run_1/congestion_map.png
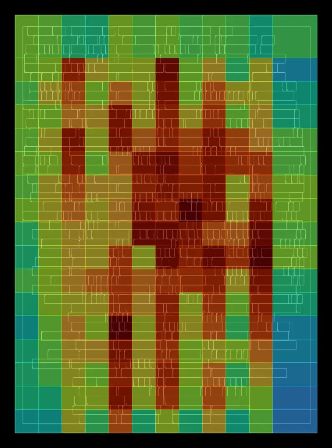
run_1/gates.png
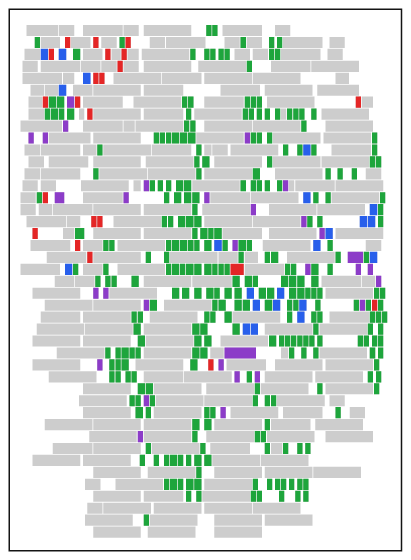
run_1/m4.png
Scale bar: 20 um.
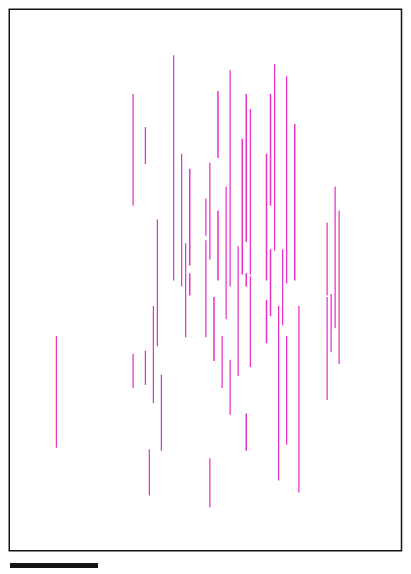
--- config.mk ---
export PLATFORM = sky130hd
export DESIGN_NAME = x_ramd16_fifo_flat
export DESIGN_NICKNAME = d
export VERILOG_FILES = /design/src/rtl/x_ramd16_fifo_pkg.sv /design/src/rtl/x_ramd16_fifo_if.sv /design/src/rtl/x_ramd16.sv /design/src/rtl/x_ramd16_fifo_ctrl.sv /design/src/rtl/x_ramd16_fifo.sv /design/src/flat_wrapper.sv
export SDC_FILE = /design/constraint.sdc
export NUM_CORES = 1
export LEC_CHECK = 0
export ABC_AREA = 1
export CORE_ASPECT_RATIO = 1.4
export CORE_MARGIN = 2
export CORE_UTILIZATION = 64
export DETAILED_ROUTE_END_ITERATION = 6
export MAX_ROUTING_LAYER = met4
export PLACE_DENSITY = 0.84
export SYNTH_ARGS = -nofsm -noshare
export SYNTH_HDL_FRONTEND = slang
export SYNTH_SLANG_ARGS = --single-unit
--- constraint.sdc ---
create_clock -name CLK -period 4.24 [get_ports CLK]
set_clock_uncertainty 0.1 [all_clocks]
set_input_delay 1.272 -clock CLK [delete_from_list [all_inputs] [get_ports CLK]]
set_output_delay 1.272 -clock CLK [all_outputs]
set_load 0.05 [all_outputs]
--- src/rtl/x_ramd16_fifo_pkg.sv ---
// Shared constants, flag bundle and flag derivation for the 16-deep distributed-RAM FIFO.
`timescale 1ps/1ps
package x_ramd16_fifo_pkg;

    localparam int DEPTH = 16;
    localparam int AW    = 4;
    localparam int CW    = 5;

    typedef struct packed {
        logic full;
        logic empty;
        logic almost_full;
        logic almost_empty;
    } fifo_flags_t;

    localparam fifo_flags_t FLAGS_RESET = '{
        full:         1'b0,
        empty:        1'b1,
        almost_full:  1'b0,
        almost_empty: 1'b1
    };

    function automatic fifo_flags_t calc_flags(input logic [CW-1:0] count,
                                               input int af_level,
                                               input int ae_level);
        fifo_flags_t f;
        f.full         = (count == CW'(DEPTH));
        f.empty        = (count == '0);
        f.almost_full  = (int'(count) >= af_level);
        f.almost_empty = (int'(count) <= ae_level);
        return f;
    endfunction

endpackage

--- src/rtl/x_ramd16_fifo_if.sv ---
// Write/read handshake and status bundle of the FIFO; master drives requests, slave is the FIFO.
`timescale 1ps/1ps
interface x_ramd16_fifo_if #(parameter int WIDTH = 8);
    import x_ramd16_fifo_pkg::*;

    logic             WR_EN;
    logic [WIDTH-1:0] DIN;
    logic             RD_EN;
    logic [WIDTH-1:0] DOUT;
    logic             FULL;
    logic             EMPTY;
    logic             ALMOST_FULL;
    logic             ALMOST_EMPTY;
    logic [CW-1:0]    COUNT;
    logic             OVERFLOW;
    logic             UNDERFLOW;

    modport master (
        output WR_EN, DIN, RD_EN,
        input  DOUT, FULL, EMPTY, ALMOST_FULL, ALMOST_EMPTY, COUNT, OVERFLOW, UNDERFLOW
    );

    modport slave (
        input  WR_EN, DIN, RD_EN,
        output DOUT, FULL, EMPTY, ALMOST_FULL, ALMOST_EMPTY, COUNT, OVERFLOW, UNDERFLOW
    );

endinterface

--- src/rtl/x_ramd16.sv ---
// 16x1 dual-port distributed RAM cell: synchronous write, asynchronous read, no reset.
`timescale 1ps/1ps
module X_RAMD16 #(
    parameter logic [15:0] INIT = 16'h0000
) (
    output logic O,
    input  logic CLK,
    input  logic I,
    input  logic WE,
    input  logic RADR0,
    input  logic RADR1,
    input  logic RADR2,
    input  logic RADR3,
    input  logic WADR0,
    input  logic WADR1,
    input  logic WADR2,
    input  logic WADR3
);

    logic [15:0] mem_q;
    logic [15:0] mem_d;
    logic [3:0]  wadr;
    logic [3:0]  radr;

    // Cells hold data relative to INIT, so the parameter defines the power-up image.
    always_comb begin
        wadr  = {WADR3, WADR2, WADR1, WADR0};
        radr  = {RADR3, RADR2, RADR1, RADR0};
        mem_d = mem_q;
        if (WE) begin
            mem_d[wadr] = I ^ INIT[wadr];
        end
        O = mem_q[radr] ^ INIT[radr];
    end

    always_ff @(posedge CLK) begin
        mem_q <= mem_d;
    end

endmodule

--- src/rtl/x_ramd16_fifo_ctrl.sv ---
// Pointer, occupancy, flag and reject-pulse control for the FIFO; drives the RAM address/WE pins.
`timescale 1ps/1ps
module x_ramd16_fifo_ctrl
    import x_ramd16_fifo_pkg::*;
#(
    parameter int AF_LEVEL = 14,
    parameter int AE_LEVEL = 2
) (
    input  logic          clk,
    input  logic          rst_n,
    input  logic          wr_en,
    input  logic          rd_en,
    output logic          we,
    output logic          rd_ok,
    output logic [AW-1:0] wadr,
    output logic [AW-1:0] radr,
    output logic [CW-1:0] count,
    output logic          full,
    output logic          empty,
    output logic          almost_full,
    output logic          almost_empty,
    output logic          overflow,
    output logic          underflow
);

    logic [AW-1:0] wptr_q, wptr_d;
    logic [AW-1:0] rptr_q, rptr_d;
    logic [CW-1:0] count_q, count_d;
    fifo_flags_t   flags_q, flags_d;
    logic          overflow_q, overflow_d;
    logic          underflow_q, underflow_d;
    logic          wr_ok;

    // Full/empty are told apart by count, so pointers simply wrap 15 -> 0.
    always_comb begin
        wr_ok       = wr_en & ~flags_q.full;
        rd_ok       = rd_en & ~flags_q.empty;
        wptr_d      = wr_ok ? wptr_q + 1'b1 : wptr_q;
        rptr_d      = rd_ok ? rptr_q + 1'b1 : rptr_q;
        count_d     = count_q + CW'(wr_ok) - CW'(rd_ok);
        flags_d     = calc_flags(count_d, AF_LEVEL, AE_LEVEL);
        overflow_d  = wr_en & flags_q.full;
        underflow_d = rd_en & flags_q.empty;
    end

    always_ff @(posedge clk or negedge rst_n) begin
        if (!rst_n) begin
            wptr_q      <= '0;
            rptr_q      <= '0;
            count_q     <= '0;
            flags_q     <= FLAGS_RESET;
            overflow_q  <= 1'b0;
            underflow_q <= 1'b0;
        end else begin
            wptr_q      <= wptr_d;
            rptr_q      <= rptr_d;
            count_q     <= count_d;
            flags_q     <= flags_d;
            overflow_q  <= overflow_d;
            underflow_q <= underflow_d;
        end
    end

    assign we           = wr_ok;
    assign wadr         = wptr_q;
    assign radr         = rptr_q;
    assign count        = count_q;
    assign full         = flags_q.full;
    assign empty        = flags_q.empty;
    assign almost_full  = flags_q.almost_full;
    assign almost_empty = flags_q.almost_empty;
    assign overflow     = overflow_q;
    assign underflow    = underflow_q;

endmodule

--- src/rtl/x_ramd16_fifo.sv ---
// 16-deep FIFO top: one X_RAMD16 cell per data bit plus the registered read port.
`timescale 1ps/1ps
module x_ramd16_fifo
    import x_ramd16_fifo_pkg::*;
#(
    parameter int WIDTH    = 8,
    parameter int AF_LEVEL = 14,
    parameter int AE_LEVEL = 2
) (
    input  logic           CLK,
    input  logic           RSTN,
    x_ramd16_fifo_if.slave bus
);

    logic             we;
    logic             rd_ok;
    logic [AW-1:0]    wadr;
    logic [AW-1:0]    radr;
    logic [WIDTH-1:0] ram_o;
    logic [WIDTH-1:0] dout_q, dout_d;

    x_ramd16_fifo_ctrl #(
        .AF_LEVEL (AF_LEVEL),
        .AE_LEVEL (AE_LEVEL)
    ) u_ctrl (
        .clk          (CLK),
        .rst_n        (RSTN),
        .wr_en        (bus.WR_EN),
        .rd_en        (bus.RD_EN),
        .we           (we),
        .rd_ok        (rd_ok),
        .wadr         (wadr),
        .radr         (radr),
        .count        (bus.COUNT),
        .full         (bus.FULL),
        .empty        (bus.EMPTY),
        .almost_full  (bus.ALMOST_FULL),
        .almost_empty (bus.ALMOST_EMPTY),
        .overflow     (bus.OVERFLOW),
        .underflow    (bus.UNDERFLOW)
    );

    for (genvar i = 0; i < WIDTH; i++) begin : g_ram
        X_RAMD16 #(
            .INIT (16'h0000)
        ) u_ram (
            .O     (ram_o[i]),
            .CLK   (CLK),
            .I     (bus.DIN[i]),
            .WE    (we),
            .RADR0 (radr[0]),
            .RADR1 (radr[1]),
            .RADR2 (radr[2]),
            .RADR3 (radr[3]),
            .WADR0 (wadr[0]),
            .WADR1 (wadr[1]),
            .WADR2 (wadr[2]),
            .WADR3 (wadr[3])
        );
    end

    // Standard (non fall-through) read: the async RAM word is captured only on an accepted read.
    always_comb begin
        dout_d = rd_ok ? ram_o : dout_q;
    end

    always_ff @(posedge CLK or negedge RSTN) begin
        if (!RSTN) begin
            dout_q <= '0;
        end else begin
            dout_q <= dout_d;
        end
    end

    assign bus.DOUT = dout_q;

endmodule

--- src/flat_wrapper.sv ---
// flat-port wrapper written by rule: the top's interface ports become plain ports
module x_ramd16_fifo_flat import x_ramd16_fifo_pkg::*;
#(
    parameter int WIDTH    = 8,
    parameter int AF_LEVEL = 14,
    parameter int AE_LEVEL = 2
)
  (CLK, RSTN, bus_WR_EN, bus_DIN, bus_RD_EN, bus_DOUT, bus_FULL, bus_EMPTY, bus_ALMOST_FULL, bus_ALMOST_EMPTY, bus_COUNT, bus_OVERFLOW, bus_UNDERFLOW);
  x_ramd16_fifo_if #(.WIDTH(WIDTH)) bus_i ();
  input  logic CLK;
  input  logic RSTN;
  input wire logic [$bits(bus_i.WR_EN)-1:0] bus_WR_EN;
  input wire logic [$bits(bus_i.DIN)-1:0] bus_DIN;
  input wire logic [$bits(bus_i.RD_EN)-1:0] bus_RD_EN;
  output wire logic [$bits(bus_i.DOUT)-1:0] bus_DOUT;
  output wire logic [$bits(bus_i.FULL)-1:0] bus_FULL;
  output wire logic [$bits(bus_i.EMPTY)-1:0] bus_EMPTY;
  output wire logic [$bits(bus_i.ALMOST_FULL)-1:0] bus_ALMOST_FULL;
  output wire logic [$bits(bus_i.ALMOST_EMPTY)-1:0] bus_ALMOST_EMPTY;
  output wire logic [$bits(bus_i.COUNT)-1:0] bus_COUNT;
  output wire logic [$bits(bus_i.OVERFLOW)-1:0] bus_OVERFLOW;
  output wire logic [$bits(bus_i.UNDERFLOW)-1:0] bus_UNDERFLOW;
  assign bus_i.WR_EN = bus_WR_EN;
  assign bus_i.DIN = bus_DIN;
  assign bus_i.RD_EN = bus_RD_EN;
  assign bus_DOUT = bus_i.DOUT;
  assign bus_FULL = bus_i.FULL;
  assign bus_EMPTY = bus_i.EMPTY;
  assign bus_ALMOST_FULL = bus_i.ALMOST_FULL;
  assign bus_ALMOST_EMPTY = bus_i.ALMOST_EMPTY;
  assign bus_COUNT = bus_i.COUNT;
  assign bus_OVERFLOW = bus_i.OVERFLOW;
  assign bus_UNDERFLOW = bus_i.UNDERFLOW;
  x_ramd16_fifo #(.WIDTH(WIDTH), .AF_LEVEL(AF_LEVEL), .AE_LEVEL(AE_LEVEL)) u_core (.CLK(CLK), .RSTN(RSTN), .bus(bus_i));
endmodule
==> ci_impl_report.md, run 1 <==
## Synthesis and layout report

| Metric | Value |
|---|---|
| DR vias/cell | between 5 and 6 |
| CP Buf/Inv Count | 5 |
| DP Area | 0.00678 mm^2 |
| Critical path's most frequent cell | inv_1 |
| Core area | between 0.009 and 0.01 mm^2 |
| CTS hold repair buffers | 0 |
| Worst R2R Start | u_core.u_ctrl.empty$_DFF_PN1_ |
| DP Worst Slack | about 0.44 ns |
| Yosys chip area | around 0.0065 mm^2 |
| Maximum capacitance violations | 0 |
| RePlAce Congestion | 0.919 |
| Die Ht | approximately 120 um |
| Cells after synthesis | between 500 and 600 |
| H-tree depth | 4 |
| Number of buffers created by CTS | 17 |
| Dominant flop cell | edfxtp_1 |
| Startpoint Class | input pin |
| Initial antenna violation count | 0 |
| Syn Std Cell Area | 0.00647 mm^2 |
| Async SR Flop Fraction | roughly 17% |
| Status | finished, final reports clean |
| Storage cell area | between 0.004 and 0.005 mm^2 |
| Logic area | ~0.0017 mm^2 |
| Tool warning count | 29 |
| Crit path capture | u_core.u_ctrl.full$_DFF_PN0_ |
| Nets | 615 |
| Post-CTS Setup Inserts | 0 |
| Reg-to-Reg End | u_core.u_ctrl.full$_DFF_PN0_ |
| WL/cell | between 20 and 25 um |
| Sum of negative setup slack | 0 ns |
| Setup WS post-layout | approximately 0.8 ns |
| ANT cells | 0 |
| Tot Pwr | around 6 mW |
| Worst R2R Path Depth | 10 |
| Ranking of synthesized cells by area | edfxtp_1 59%, nand2_1 12%, dfrtp_1 9.7%, nand3_1 6.0%, ha_1 1.9% |
| Synth warn | 0 |
| Worst path top cell family by delay | adder cells |
| Pleak | a little under 3 nW |
| Num rows | 43 |
| Worst VDD drop | ~0.7 mV |
| CP Data Arrival Time | roughly 3.6 ns |
| Cells along the critical path | clkdlybuf4s50_1, inv_1, or2_1, inv_1, ha_1, inv_1, ha_1, inv_1, fa_1, o21ai_1, xor2_1, nor2_1 |
-- congestion_map.png (at the start) --
Tot GR Track Use: 30.5%
Core Util, Final: 75.3%
grt met2 use: 47.9%

-- gates.png (at the start) --
nand cells -> green  # cells 287, most used nand2_1
aoi and oai cells -> blue  # cells 22, most used a21oi_1
inv cells -> red  # cells 22, most used inv_1
nor cells -> purple  # cells 31, most used nor2_1
Finished Layout Cells: 740
most numerous logic cell after layout: nand2_1

-- m4.png (at the start) --
longest straight run = 51.0 um
main direction = vertical
nets with wire on the layer = 34
wire length on this layer = 1100 um
share of all routed wire = 7.3%
Detailed Route WL: 15000 um
Vias: 4429

## run 1: layout by cell type (no fill, tap or decap), types with 3 or more instances in the layout
master | Yosys | final
clkdlybuf4s50_1 | 0 | 30
nand3_1 | 77 | 77
inv_2 | 3 | 3
dfrtp_1 | 25 | 24
clkbuf_16 | 0 | 17
xor2_1 | 8 | 8
nand2_1 | 209 | 209
nor2_1 | 27 | 27
bufinv_16 | 0 | 7
clkinv_2 | 0 | 3
buf_4 | 7 | 4
ha_1 | 10 | 10
a21oi_1 | 19 | 19
inv_1 | 18 | 18
edfxtp_1 | 128 | 128
## run 1: area by class of cell
class	count	area share (%)
clock buffers	18	5.76
repair buffers	34	4.43
well taps	135	2.27
clock inverters	14	3.34
multi-input cells	362	22.4
flip-flops and latches	155	60.7
inverters	22	1.17
## run 1: power by group
part,switching [mW],internal [mW]
Combinational,1.52,0.624
Sequential,0.177,1.92
Clock,0.576,1.16
Total,2.27,3.70
## run 1: cell families after synthesis
family | count (synthesis) | synth area share, %
simple gates | 319 | 20.5
flops | 155 | 69.8
buf+inv | 46 | 4.41
compound gates | 23 | 1.82
fa+ha+maj | 11 | 2.24
xor+xnor | 9 | 1.22
## run 1: tightest hold or removal path, stage by stage, from the launching register on
cell     delay, ns
dfrtp_1       0.34
nand2_1       0.05
nand2_1       0.05
## run 1: routing by layer
metal | global-route usage, % | wire (um) | vias to the layer above
met3 | 7.61 | 1210 | 99
met2 | 47.9 | 7440 | 284
met4 | 21.3 | 1100 | 0
li1 | - | - | 1963
met1 | 33.6 | 5220 | 2083
met5 | - | 0 | -
run_1/layers.png
Two of the layers only.
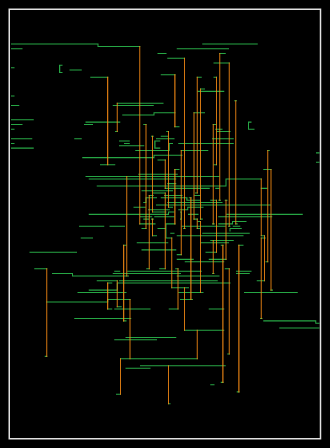

==> inputs of run 2 (changes only) <==
--- a/config.mk
+++ b/config.mk
@@ -8,10 +8,10 @@
 export ABC_AREA = 1
 export CORE_ASPECT_RATIO = 1.4
 export CORE_MARGIN = 2
-export CORE_UTILIZATION = 64
+export CORE_UTILIZATION = 60
 export DETAILED_ROUTE_END_ITERATION = 6
 export MAX_ROUTING_LAYER = met4
-export PLACE_DENSITY = 0.84
+export PLACE_DENSITY = 0.79
 export SYNTH_ARGS = -nofsm -noshare
 export SYNTH_HDL_FRONTEND = slang
 export SYNTH_SLANG_ARGS = --single-unit
==> constraint.sdc (replaced) <==
create_clock -name CLK -period 3.6 [get_ports CLK]
set_clock_uncertainty 0.1 [all_clocks]
set_input_delay 1.08 -clock CLK [delete_from_list [all_inputs] [get_ports CLK]]
set_output_delay 1.08 -clock CLK [all_outputs]
set_load 0.05 [all_outputs]
run_2/layers.png
Two of the layers only.
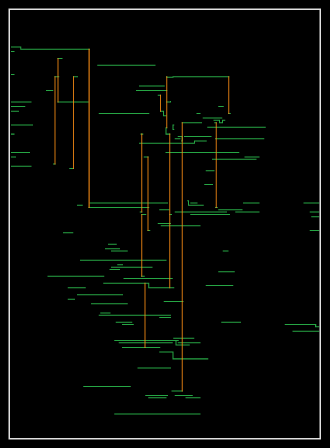
M4 -> orange  # wire length 376 um
M3 -> green  # wire length 771 um
Vias: 4278
Detailed Route WL: 13900 um
WL/cell: 18.5 um

run_2/m4.png
Scale bar: 20 um.
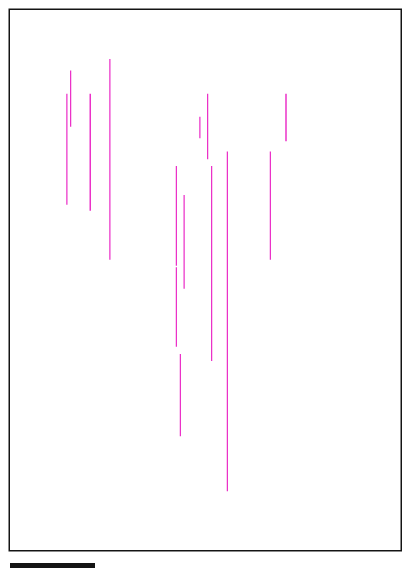
share of all routed wire = 2.7%
main direction = vertical
wire length on this layer = 376 um
longest straight run = 79.6 um

==> run 2 against run 1 <==
Against the previous run: area after synthesis is the same; core utilization is 4.3 points lower; flip-flop count stayed put; die area is 6.4% higher; register-to-register slack got worse by 0.61 ns; critical path type unchanged.
==> ci_impl_report.md, run 2 <==
## Synthesis and layout report

| Metric | Value |
|---|---|
| Status | finished, final reports clean (unchanged) |
| Internal Power | 4.04 mW (was 3.70 mW) |
| CP Data Arrival Time | 3.45 ns (was 3.62 ns) |
| Pleak | 2.95 nW (about the same) |
| Ranking of synthesized cells by area | edfxtp_1 59%, nand2_1 12%, dfrtp_1 9.7%, nand3_1 6.0%, ha_1 1.9% (unchanged) |
| Dominant flop cell | edfxtp_1 (unchanged) |
| ANT cells | 0 (unchanged) |
| Worst-Margin Slew | 1.11 ns (was 1.09 ns) |
| Met2 WL | 7510 um (was 7440 um) |
| Die Ht | 127 um (was 123 um) |
| Maximum capacitance violations | 0 (unchanged) |
| DP Area | 0.00686 mm^2 (was 0.00678 mm^2) |
| Max power group | combinational cells (unchanged) |
| Die Footprint | 0.0116 mm^2 (was 0.0109 mm^2) |
| Power of the combinational group | 2.54 mW (was 2.14 mW) |
| Logic gate share of total power | 38.0% (was 35.9%) |
| Cells after synthesis | 563 (unchanged) |
| Number of buffers created by CTS | 17 (unchanged) |
| Top Layout Cells | 209 x nand2_1, 128 x edfxtp_1, 77 x nand3_1, 30 x clkdlybuf4s50_1, 27 x nor2_1 (unchanged) |
| Seq pwr share | 36.5% (was 35.1%) |
| Synth warn | 0 (unchanged) |
| WL met3 | 771 um (was 1210 um) |
| Num rows | 44 (was 43) |
| Cells along the critical path | clkdlybuf4s50_1, inv_1, or2_1, inv_1, ha_1, inv_1, ha_1, inv_1, fa_1, o21ai_1, xor2_1, inv_2, nor2_1 (was clkdlybuf4s50_1, inv_1, or2_1, inv_1, ha_1, inv_1, ha_1, inv_1, fa_1, o21ai_1, xor2_1, nor2_1) |
| RePlAce Congestion | 0.936 (was 0.919) |
| Post-CTS Setup Inserts | 0 (unchanged) |
| Sw Share | 39.6% (was 38.1%) |
| GR Util met3 | 4.63% (was 7.61%) |
| Core area | 0.0105 mm^2 (was 0.00990 mm^2) |
| Sum of negative setup slack | 0 ns (unchanged) |
| Critical path's most frequent cell | inv_1 (unchanged) |
| Syn Std Cell Area | 0.00647 mm^2 (unchanged) |
| Nets | 625 (was 615) |
| Worst path top cell family by delay | buffers and inverters (was adder cells) |
| Tot GR Track Use | 26.4% (was 30.5%) |
| Most numerous logic cell after layout | nand2_1 (unchanged) |
| Yosys chip area | 0.00647 mm^2 (unchanged) |
| H-tree depth | 4 (unchanged) |
| Worst VDD drop | 0.739 mV (was 0.707 mV) |
| DP Worst Slack | -0.0137 ns (was 0.443 ns) |
| Global routing usage on met1 | 32.0% (was 33.6%) |
| Async SR Flop Fraction | 17.4% (unchanged) |
| Worst R2R Path Depth | 11 (was 10) |
| Synth area leader | edfxtp_1 (unchanged) |
| M1 WL | 5250 um (was 5220 um) |
| Sequential group power | 2.44 mW (was 2.09 mW) |
| DR top layer | met4 (unchanged) |
| Gr busiest metal | met2 (unchanged) |
| Core Util, Final | 71.1% (was 75.3%) |
==> run 2: cell counts after synthesis <==
No cell type changed its count.
==> run 2: final timing paths <==
path                                                 from                                    to  slack, ns
min reg2reg                u_core.bus.DOUT[6]$_DFFE_PN0P_        u_core.bus.DOUT[6]$_DFFE_PN0P_       0.38
max reg2reg                 u_core.u_ctrl.empty$_DFF_PN1_  u_core.u_ctrl.almost_empty$_DFF_PN1_       1.11
min in group asynchronous                            RSTN      u_core.u_ctrl.count[4]$_DFF_PN0_       1.04
max in group asynchronous                            RSTN     u_core.u_ctrl.radr[0]$_DFFE_PN0P_       1.69
max                                             bus_RD_EN  u_core.u_ctrl.almost_empty$_DFF_PN1_       0.40
min                        u_core.bus.DOUT[6]$_DFFE_PN0P_        u_core.bus.DOUT[6]$_DFFE_PN0P_       0.38
==> run 2: cell type report <==
cell class | instances | area, um^2
clock inverters | 14 | 148
multi-input cells | 362 | 1670
inverters | 22 | 87.6
fillers | 712 | 3030
flip-flops and latches | 155 | 4520
well taps | 138 | 173
clock buffers | 18 | 429
repair buffers | 44 | 405
==> run 2: logic make-up (layout without fill, tap and decap cells) <==
| family | Yosys count | after routing | synth area share [%] |
|---|---|---|---|
| buf+inv | 46 | 98 | 4.41 |
| xor+xnor | 9 | 9 | 1.22 |
| fa+ha+maj | 11 | 11 | 2.24 |
| flops | 155 | 155 | 69.8 |
| compound gates | 23 | 23 | 1.82 |
| simple gates | 319 | 319 | 20.5 |
==> run 2: metrics by stage <==
step | instances | hold WS, ns | power [mW]
global placement | 721 | 0.356 | 4.88
CTS | 753 | 0.381 | 6.69
finish | 753 | 0.381 | 6.69
global route | 753 | 0.413 | 7.05
floorplan | 563 | 0.342 | 4.34
detailed placement | 721 | 0.365 | 4.98
Power and IR drop assume default switching activity.
